==> config.mk <==
export PLATFORM = sky130hd
export DESIGN_NAME = raster_scan
export DESIGN_NICKNAME = d
export VERILOG_FILES = /design/src/rtl/defines_package.sv /design/src/rtl/raster_scan_bbox_calc.sv /design/src/rtl/raster_scan.sv
export SDC_FILE = /design/constraint.sdc
export NUM_CORES = 1
export LEC_CHECK = 0
export CAP_MARGIN = 20
export CORE_UTILIZATION = 45
export DETAILED_ROUTE_END_ITERATION = 10
export HOLD_SLACK_MARGIN = 0.08
export MAX_ROUTING_LAYER = met4
export PLACE_DENSITY_LB_ADDON = 0.1
export SLEW_MARGIN = 10
export SYNTH_ARGS = -nofsm -noshare
export SYNTH_HDL_FRONTEND = slang
export SYNTH_HIERARCHICAL = 1
export SYNTH_SLANG_ARGS = --single-unit
==> constraint.sdc <==
create_clock -name clk -period 6.47 [get_ports clk]
set_input_delay 1.6175 -clock clk [delete_from_list [all_inputs] [get_ports clk]]
set_output_delay 1.6175 -clock clk [all_outputs]
set_load 0.02 [all_outputs]
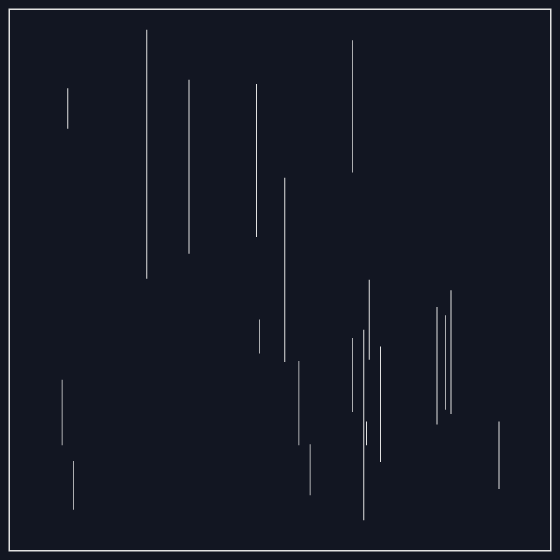
*M4 wires*
share of all routed wire = 1.7%
nets with wire on the layer = 13
wire length on this layer = 681 µm
longest straight run = 80.9 µm
via count: 12130
routed wire length: 41.10 mm

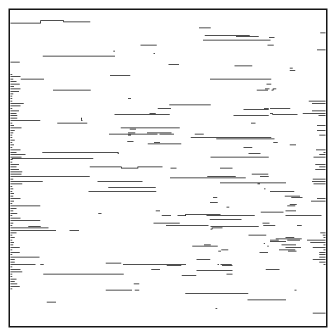
*M3 wires*
longest straight run = 45.1 µm
main direction = horizontal
share of all routed wire = 5.4%
met3 Track Usage GR: 0.03359

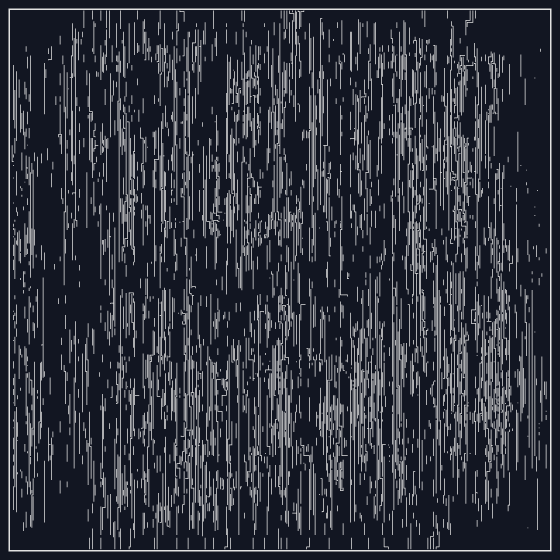
*Met2 routing*
share of all routed wire = 42%
nets with wire on the layer = 1701
longest straight run = 73.1 µm
main direction = vertical
wire length on this layer = 17500 µm
met2 usage: 0.3926

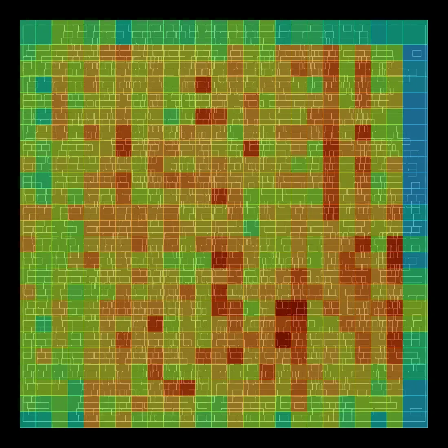
*Track usage over the die*
final core occ: 0.6242
drt wl/cell: 18.95 µm

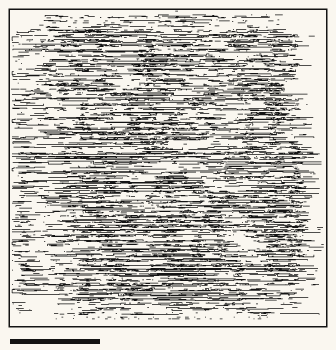
*M1 wires*
The bar under the picture is 50 µm long.
wire length on this layer = 20.8 mm
longest straight run = 90.6 µm
grt met1 use: 0.4101

==> changes_impl.md <==
### Metrics

- CP top delay family: AND-OR/OR-AND gates
- Fin nets: 2035
- Net Count, Synth: 1664
- Clk pwr share: 0.407
- Pwr top: registers
- Post-synth ARST share: 1.000
- TritonCTS Buffers: 24
- Final setup fails: 1
- Final count of hold timing violations: 0
- Final setup margin: -231.2 ps
- Clk power: 0.00131 W
- Buffer depth of the longest clock path: 3
- DRC violation count after routing: 0
- Simple-gate area share of the yosys netlist: 0.1392
- Hold Path Class: reg -> reg
- Critical path capture point type: primary output
- Violated checks: setup timing
- Max Clk Rate: 149.2 MHz
- Sw Pwr: 0.0008728 W
- CP Buf/Inv Count: 5
- Stages on the worst setup path: 22
- Htree depth: 1
- Internal: 0.002351 W
- CTS Hold Bufs: 0
- Crit path DRT: 4850 ps
- First-pass GRT wire length: 64.91 mm
- Clock-pin slew on the worst setup and hold paths: 60 ps
- CTS Root Cell: clkbuf_16
- Crit path time final: 6701 ps
- Post-synth area from yosys stat: 13670 µm²
- Complex Gates by Area: 0.1579
- All-layer global routing usage: 0.2735
- Gr ovfl total: 0
- Routed Antenna Nets: 0
- Pin count of the biggest net entering global routing: 103
- Net Sw Frac: 0.2708
- Leakage: 8.844 nW
- Status: finished with violations
- Max-slew violations: 0
- Flop pwr share: 0.430
- Hold path depth: 1
- Filler cells: 2556
- Top cell types by occurrence after synthesis: 202 x dfrtp_1, 174 x mux2_2, 96 x ha_1
- Slowest-stage cell, CP: o41ai_2
- FF-to-FF setup slack: 720 ps
- Iteration tally of the first detailed-router pass: 5
- Combinational Area: 8329 µm²
- Maxcap violations: 0
- Fin Clk Skew: 12.62 ps
- Pwr/cell area: 173.3 nW/µm²
- Worst hold slack: 504.2 ps
- RSZ-0062 raised after global routing: true
- Layout cell share with drive strength beyond 1: 0.3041
- Initial antenna violation count: 0
- Port bufs: 184
- Layout Area Growth over Synthesis: 36.05%
- Synth Seq Share: 0.3698
- Final setup TNS: -231.2 ps
- Crit Path Category: reg -> out
- Post-route cell area: 18600 µm²
- GR peak layer: met1
- Crit path largest cell delay: 460 ps
[cell usage in the layout (no fill, tap or decap), drive strengths merged, types with 19 or more instances in the layout]
cell type and instances:
mux2i 20, clkdlybuf4s50 182, clkbuf 35, xnor2 21
ha 96, dfrtp 202, nor2 98, a21oi 69
a31oi 32, nand4 36, nand3 53, o21ai 71
nor3 33, xor2 19, nand2 84, inv 92
mux2 186, buf 234
[area by class of cell]
cell class                      count  area share
Sequential cell                   202      0.2718
Multi-Input combinational cell   1030      0.4479
Inverter                           92     0.01857
Clock inverter                      4    0.002624
Tap cell                          390     0.02624
Timing Repair Buffer              417      0.1953
Clock buffer                       34     0.03761
[what timing repair did]
action | in CTS | in global routing
cloned | 0 | 1
setup endpoints to repair | 1 | 1
gates resized | 43 | 43
buffers inserted | 6 | 8
pin swaps | 18 | 25
No activity file was given, so power comes from the tool's default toggle rates.
